[src/rtl/ul_idx_pkg.sv]
// ============================================================================
// Module  : ul_idx_pkg
// Purpose : Shared mod-30 index constants and D/M/A widths for uplink index path
// Revision: 1.0
// ============================================================================
`default_nettype none

package ul_idx_pkg;

    localparam int MOD30       = 30;
    localparam int MOD30_MAX_M = 29;
    localparam int IDX_W       = 15;
    localparam int IDX_MAX     = 32767;

    // Widths shared with the div/mod-30 decomposer
    localparam int D_W  = 11;
    localparam int M_W  = 5;
    localparam int A_W  = IDX_W;
    localparam int A0_W = IDX_W + 1;

    typedef struct packed {
        logic [D_W-1:0] d;
        logic [M_W-1:0] m;
    } dm_t;

endpackage

`default_nettype wire

[src/rtl/ul_mul30_seq_if.sv]
// ============================================================================
// Module  : ul_mul30_seq_if
// Purpose : Request/beat handshake bundle for the mod-30 recombiner
// Revision: 1.0
// ============================================================================
`default_nettype none

interface ul_mul30_seq_if
    import ul_idx_pkg::*;
#(
    parameter int LEN_W = 8
);

    logic             req_vld;
    logic             req_rdy;
    logic [D_W-1:0]   req_d;
    logic [M_W-1:0]   req_m;
    logic [LEN_W-1:0] req_len;
    logic             out_vld;
    logic             out_rdy;
    logic [A_W-1:0]   out_a;
    logic [D_W-1:0]   out_d;
    logic [M_W-1:0]   out_m;
    logic             out_last;
    logic             err;
    logic             busy;

    // master: request source and beat consumer; slave: the recombiner
    modport master (
        output req_vld, req_d, req_m, req_len, out_rdy,
        input  req_rdy, out_vld, out_a, out_d, out_m, out_last, err, busy
    );

    modport slave (
        input  req_vld, req_d, req_m, req_len, out_rdy,
        output req_rdy, out_vld, out_a, out_d, out_m, out_last, err, busy
    );

endinterface

`default_nettype wire

[src/rtl/ul_mod30_inc.sv]
// ============================================================================
// Module  : ul_mod30_inc
// Purpose : Combinational {d,m} step, m wraps 29->0 carrying into d
// Revision: 1.0
// ============================================================================
`default_nettype none

module ul_mod30_inc
    import ul_idx_pkg::*;
(
    input  dm_t cur,
    output dm_t nxt
);

    always_comb begin
        nxt = cur;
        if (cur.m == M_W'(MOD30_MAX_M)) begin
            nxt.m = '0;
            nxt.d = cur.d + D_W'(1);
        end else begin
            nxt.m = cur.m + M_W'(1);
        end
    end

endmodule

`default_nettype wire

[src/rtl/ul_mul30_seq.sv]
// ============================================================================
// Module  : ul_mul30_seq
// Purpose : Walks a (D,M) mod-30 start point into consecutive linear indices
// Revision: 1.0
// ============================================================================
`default_nettype none

module ul_mul30_seq
    import ul_idx_pkg::*;
#(
    parameter int LEN_W = 8
)(
    input  wire logic     clk,
    input  wire logic     rstn,
    ul_mul30_seq_if.slave bus
);

    localparam logic [0:0] ST_IDLE = 1'b0;
    localparam logic [0:0] ST_RUN  = 1'b1;

    logic [0:0]       state;
    logic [0:0]       state_nxt;
    logic [A0_W-1:0]  a0;
    logic             accept;
    logic             reject;
    logic             beat_done;
    logic [A_W-1:0]   cur_a;
    dm_t              cur_dm;
    dm_t              inc_dm;
    logic [LEN_W-1:0] rem;
    logic             last;
    logic             err;

    // 30*D = 32*D - 2*D; 16 bits holds the full D range so overflow is detectable
    assign a0 = (A0_W'(bus.req_d) << 5) - (A0_W'(bus.req_d) << 1) + A0_W'(bus.req_m);

    assign accept    = (state == ST_IDLE) && bus.req_vld;
    assign reject    = (bus.req_m >= M_W'(MOD30)) || (bus.req_len == '0)
                     || (a0 > A0_W'(IDX_MAX));
    assign beat_done = (state == ST_RUN) && bus.out_rdy;

    ul_mod30_inc u_inc (
        .cur (cur_dm),
        .nxt (inc_dm)
    );

    always_ff @(posedge clk) begin
        if (!rstn) begin
            state <= ST_IDLE;
        end else begin
            state <= state_nxt;
        end
    end

    always_comb begin
        state_nxt = state;
        case (state)
            ST_IDLE: if (accept && !reject) state_nxt = ST_RUN;
            ST_RUN:  if (beat_done && last) state_nxt = ST_IDLE;
            default: state_nxt = ST_IDLE;
        endcase
    end

    always_comb begin
        bus.req_rdy = (state == ST_IDLE);
        bus.out_vld = (state == ST_RUN);
        bus.busy    = (state == ST_RUN);
    end

    // last is precomputed one step ahead so out_last comes straight from a flop
    always_ff @(posedge clk) begin
        if (!rstn) begin
            cur_a  <= '0;
            cur_dm <= '0;
            rem    <= '0;
            last   <= 1'b0;
            err    <= 1'b0;
        end else begin
            err <= 1'b0;
            if (accept) begin
                if (reject) begin
                    err <= 1'b1;
                end else begin
                    cur_a  <= a0[A_W-1:0];
                    cur_dm <= '{d: bus.req_d, m: bus.req_m};
                    rem    <= bus.req_len;
                    last   <= (bus.req_len == LEN_W'(1)) || (a0[A_W-1:0] == A_W'(IDX_MAX));
                end
            end else if (beat_done) begin
                if (last) begin
                    err  <= (rem != LEN_W'(1));
                    last <= 1'b0;
                end else begin
                    cur_a  <= cur_a + A_W'(1);
                    cur_dm <= inc_dm;
                    rem    <= rem - LEN_W'(1);
                    last   <= (rem == LEN_W'(2)) || (cur_a == A_W'(IDX_MAX - 1));
                end
            end
        end
    end

    assign bus.out_a    = cur_a;
    assign bus.out_d    = cur_dm.d;
    assign bus.out_m    = cur_dm.m;
    assign bus.out_last = last;
    assign bus.err      = err;

endmodule

`default_nettype wire

[src/flat_wrapper.sv]
// flat-port wrapper written by rule: the top's interface ports become plain ports
module ul_mul30_seq_flat import ul_idx_pkg::*;
#(
    parameter int LEN_W = 8
)
  (clk, rstn, bus_req_vld, bus_req_d, bus_req_m, bus_req_len, bus_out_rdy, bus_req_rdy, bus_out_vld, bus_out_a, bus_out_d, bus_out_m, bus_out_last, bus_err, bus_busy);
  ul_mul30_seq_if #(.LEN_W(LEN_W)) bus_i ();
  input  wire logic clk;
  input  wire logic rstn;
  input wire logic [$bits(bus_i.req_vld)-1:0] bus_req_vld;
  input wire logic [$bits(bus_i.req_d)-1:0] bus_req_d;
  input wire logic [$bits(bus_i.req_m)-1:0] bus_req_m;
  input wire logic [$bits(bus_i.req_len)-1:0] bus_req_len;
  input wire logic [$bits(bus_i.out_rdy)-1:0] bus_out_rdy;
  output wire logic [$bits(bus_i.req_rdy)-1:0] bus_req_rdy;
  output wire logic [$bits(bus_i.out_vld)-1:0] bus_out_vld;
  output wire logic [$bits(bus_i.out_a)-1:0] bus_out_a;
  output wire logic [$bits(bus_i.out_d)-1:0] bus_out_d;
  output wire logic [$bits(bus_i.out_m)-1:0] bus_out_m;
  output wire logic [$bits(bus_i.out_last)-1:0] bus_out_last;
  output wire logic [$bits(bus_i.err)-1:0] bus_err;
  output wire logic [$bits(bus_i.busy)-1:0] bus_busy;
  assign bus_i.req_vld = bus_req_vld;
  assign bus_i.req_d = bus_req_d;
  assign bus_i.req_m = bus_req_m;
  assign bus_i.req_len = bus_req_len;
  assign bus_i.out_rdy = bus_out_rdy;
  assign bus_req_rdy = bus_i.req_rdy;
  assign bus_out_vld = bus_i.out_vld;
  assign bus_out_a = bus_i.out_a;
  assign bus_out_d = bus_i.out_d;
  assign bus_out_m = bus_i.out_m;
  assign bus_out_last = bus_i.out_last;
  assign bus_err = bus_i.err;
  assign bus_busy = bus_i.busy;
  ul_mul30_seq #(.LEN_W(LEN_W)) u_core (.clk(clk), .rstn(rstn), .bus(bus_i));
endmodule
[config.mk]
export PLATFORM = sky130hd
export DESIGN_NAME = ul_mul30_seq_flat
export DESIGN_NICKNAME = d
export VERILOG_FILES = /design/src/rtl/ul_idx_pkg.sv /design/src/rtl/ul_mul30_seq_if.sv /design/src/rtl/ul_mod30_inc.sv /design/src/rtl/ul_mul30_seq.sv /design/src/flat_wrapper.sv
export SDC_FILE = /design/constraint.sdc
export NUM_CORES = 1
export LEC_CHECK = 0
export CORE_ASPECT_RATIO = 1.1
export CORE_UTILIZATION = 55
export CTS_BUF_LIST = sky130_fd_sc_hd__clkbuf_4 sky130_fd_sc_hd__clkbuf_8 sky130_fd_sc_hd__clkbuf_16
export DETAILED_ROUTE_END_ITERATION = 12
export PLACE_DENSITY = 0.93
export SLEW_MARGIN = 20
export SYNTH_ARGS = -nofsm -noshare
export SYNTH_HDL_FRONTEND = slang
export SYNTH_SLANG_ARGS = --single-unit
[constraint.sdc]
create_clock -name clk -period 5.4 [get_ports clk]
set_input_delay 1.62 -clock clk [delete_from_list [all_inputs] [get_ports clk]]
set_output_delay 1.62 -clock clk [all_outputs]
set_load 0.01 [all_outputs]
### Met1 routing

Drawn at 6 px/um. Supply wires on this layer in gray. Cells faint in the background.
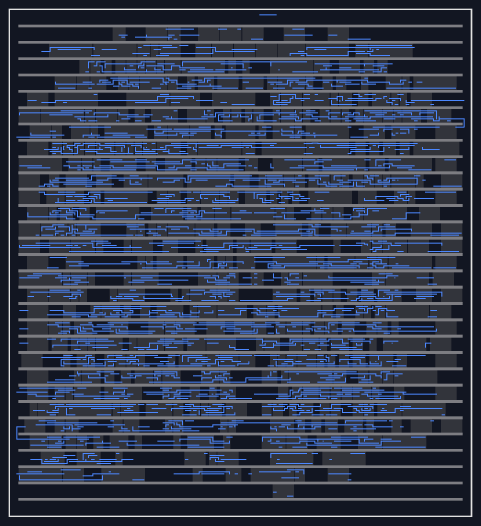
main direction	horizontal
longest straight run	25.3 um
share of all routed wire	41%
nets with wire on the layer	489
wire length on this layer	4100 um

### M2 wires

Drawn at 6 px/um.
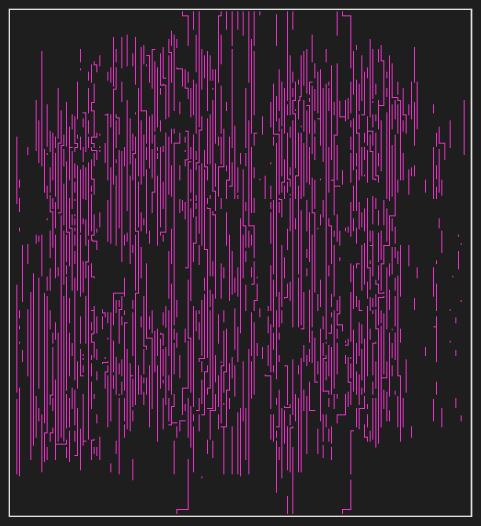
longest straight run	42.5 um
wire length on this layer	4800 um
Total Wirelength: 9986 um
vias: 3778
met2 Track Usage GR: 51.38%

### Metal 3

Drawn at 6 px/um. Cells faint in the background.
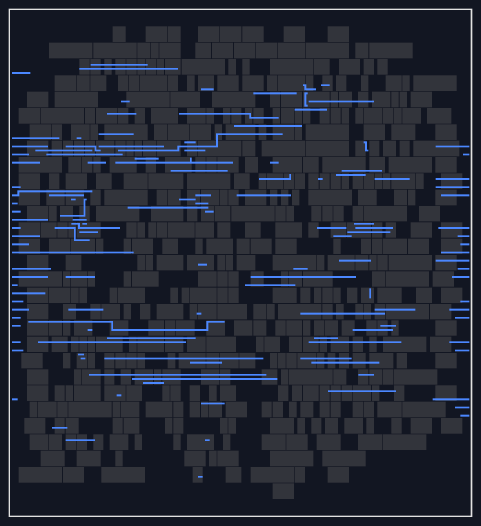
main direction	horizontal
wire length on this layer	781 um
share of all routed wire	7.8%
nets with wire on the layer	100
longest straight run	29.2 um

### Met4 routing

Drawn at 4 px/um. Supply wires on this layer in gray. Cells faint in the background.
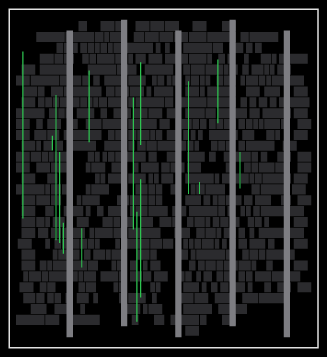
main direction	vertical
nets with wire on the layer	13
longest straight run	41.5 um
share of all routed wire	3.0%

-- per-layer routing --
layer / wire [um] / vias up / track usage, %
li1: - / 1784 / -
met1: 4101 / 1752 / 38.81
met2: 4801 / 210 / 51.38
met3: 780 / 32 / 6.087
met4: 302 / 0 / 15.03
met5: 0 / - / 0
-- stage by stage --
stage	cell area (um^2)	utilization (%)	hold WS (ps)	total power [mW]	worst slack, ps
global route	4129	70.68	528.7	1.028	617.0
CTS	4129	70.68	500.4	0.9686	785.0
detailed placement	4036	69.09	484.1	0.7454	469.8
finish	4129	70.68	499.0	0.9754	771.9
floorplan	3385	-	460.9	0.6180	1617
global placement	4036	69.09	470.7	0.7320	733.6
-- sequential cells by signal, summed over array words and instances, names as in the netlist --
| register | count |
|---|---|
| u_core.bus.out_d | 11 |
| u_core.rem | 8 |
| u_core.bus.busy | 1 |
| u_core.bus.out_m | 5 |
| u_core.bus.out_a | 15 |
| u_core.bus.err | 1 |
| u_core.bus.out_last | 1 |
-- cell usage in the layout, fill, tap and decap left out, drive strengths merged, types with 20 or more instances in the layout --
| master | n |
|---|---|
| nor2 | 53 |
| clkdlybuf4s50 | 63 |
| inv | 26 |
| nand2 | 32 |
| o21ai | 29 |
| ha | 20 |
| a21oi | 53 |
| dfxtp | 42 |
| nand3 | 24 |
-- critical path, cell delays in order --
cell,delay [ps]
clkdlybuf4s50_1,510
inv_1,80
ha_1,340
o21ai_0,430
a22oi_2,190
a211oi_2,390
nor4b_2,140
o31ai_2,460
buf_4,300
a21oi_1,60
o221a_2,300
-- cells by family after synthesis --
group / synth area share (%)
AND-OR/OR-AND: 30.43
adder cells (fa/ha/maj): 7.394
buffers and inverters: 6.543
AND/OR/NAND/NOR: 26.43
multiplexers: 1.516
flip-flops: 24.84
XOR/XNOR: 2.847
-- path summary, 6_finish.rpt --
path                        start                   end  slack [ps]  depth (start not counted)
max                  bus_req_m[1]   u_core.bus.out_d[6]         770                         11
min          u_core.bus.out_d[10]  u_core.bus.out_d[10]         500                          2
max reg2reg       u_core.bus.busy   u_core.bus.out_d[6]        2930                          7
min reg2reg  u_core.bus.out_d[10]  u_core.bus.out_d[10]         500                          2
-- power breakdown --
| part | internal (mW) | switching, mW |
|---|---|---|
| clock | 0.0929 | 0.134 |
| sequential | 0.338 | 0.0361 |
| combinational | 0.166 | 0.208 |
-- final cells by class --
type | instances | area (um^2)
well taps | 77 | 96.34
clock buffers | 5 | 68.82
flip-flops and latches | 42 | 840.8
inverters | 25 | 93.84
repair buffers | 69 | 675.6
multi-input cells | 361 | 2330
clock inverters | 3 | 23.77
fillers | 490 | 1713
==> CHANGELOG.md <==
### Metrics

- Finished Layout Cells: 582
- Leakage: 1.561 nW
- Unrepaired setup endpoints after global routing: false
- Global-route wire length before repair: 16320 um
- CTS Hold Bufs: 0
- Total gr overflow: 0
- Core Density at Floorplan: 57.94%
- Post-synth net total: 504
- Antenna viol nets, final: 0
- Area Overhead vs Synth: 22.00%
- Detailed placer's ending HPWL: 7241 um
- Core Area: 5842 um^2
- WL per Instance: 17.16 um
- Max Fanout on Critical Path: 14
- DIE WIDTH: 76.80 um
- PostCTS Resize Cnt: 0
- Count of library flops with an enable pin: 0
- Num CTS Buffers: 5
- Setup CP Type: in2reg
- Placed Cells: 574
- Ys async rst share: 0%
- Synthesized area: 3384 um^2
- CTS tree: built
- Status: finished clean
- HP Class: reg2reg
- Latency at later pin: 310 ps
- Drt pass-1 iters: 5
- DRC errors left: 0
- Worst-margin pin slew: 806.0 ps
- FMAX: 0.2161 GHz
- MaxCap Viol Count: 0
- Clock transition at path regs: 100 ps
- Required time of the critical path: 5610 ps
- Worst setup SP type: input port
Power is estimated from default activity; no workload was simulated.
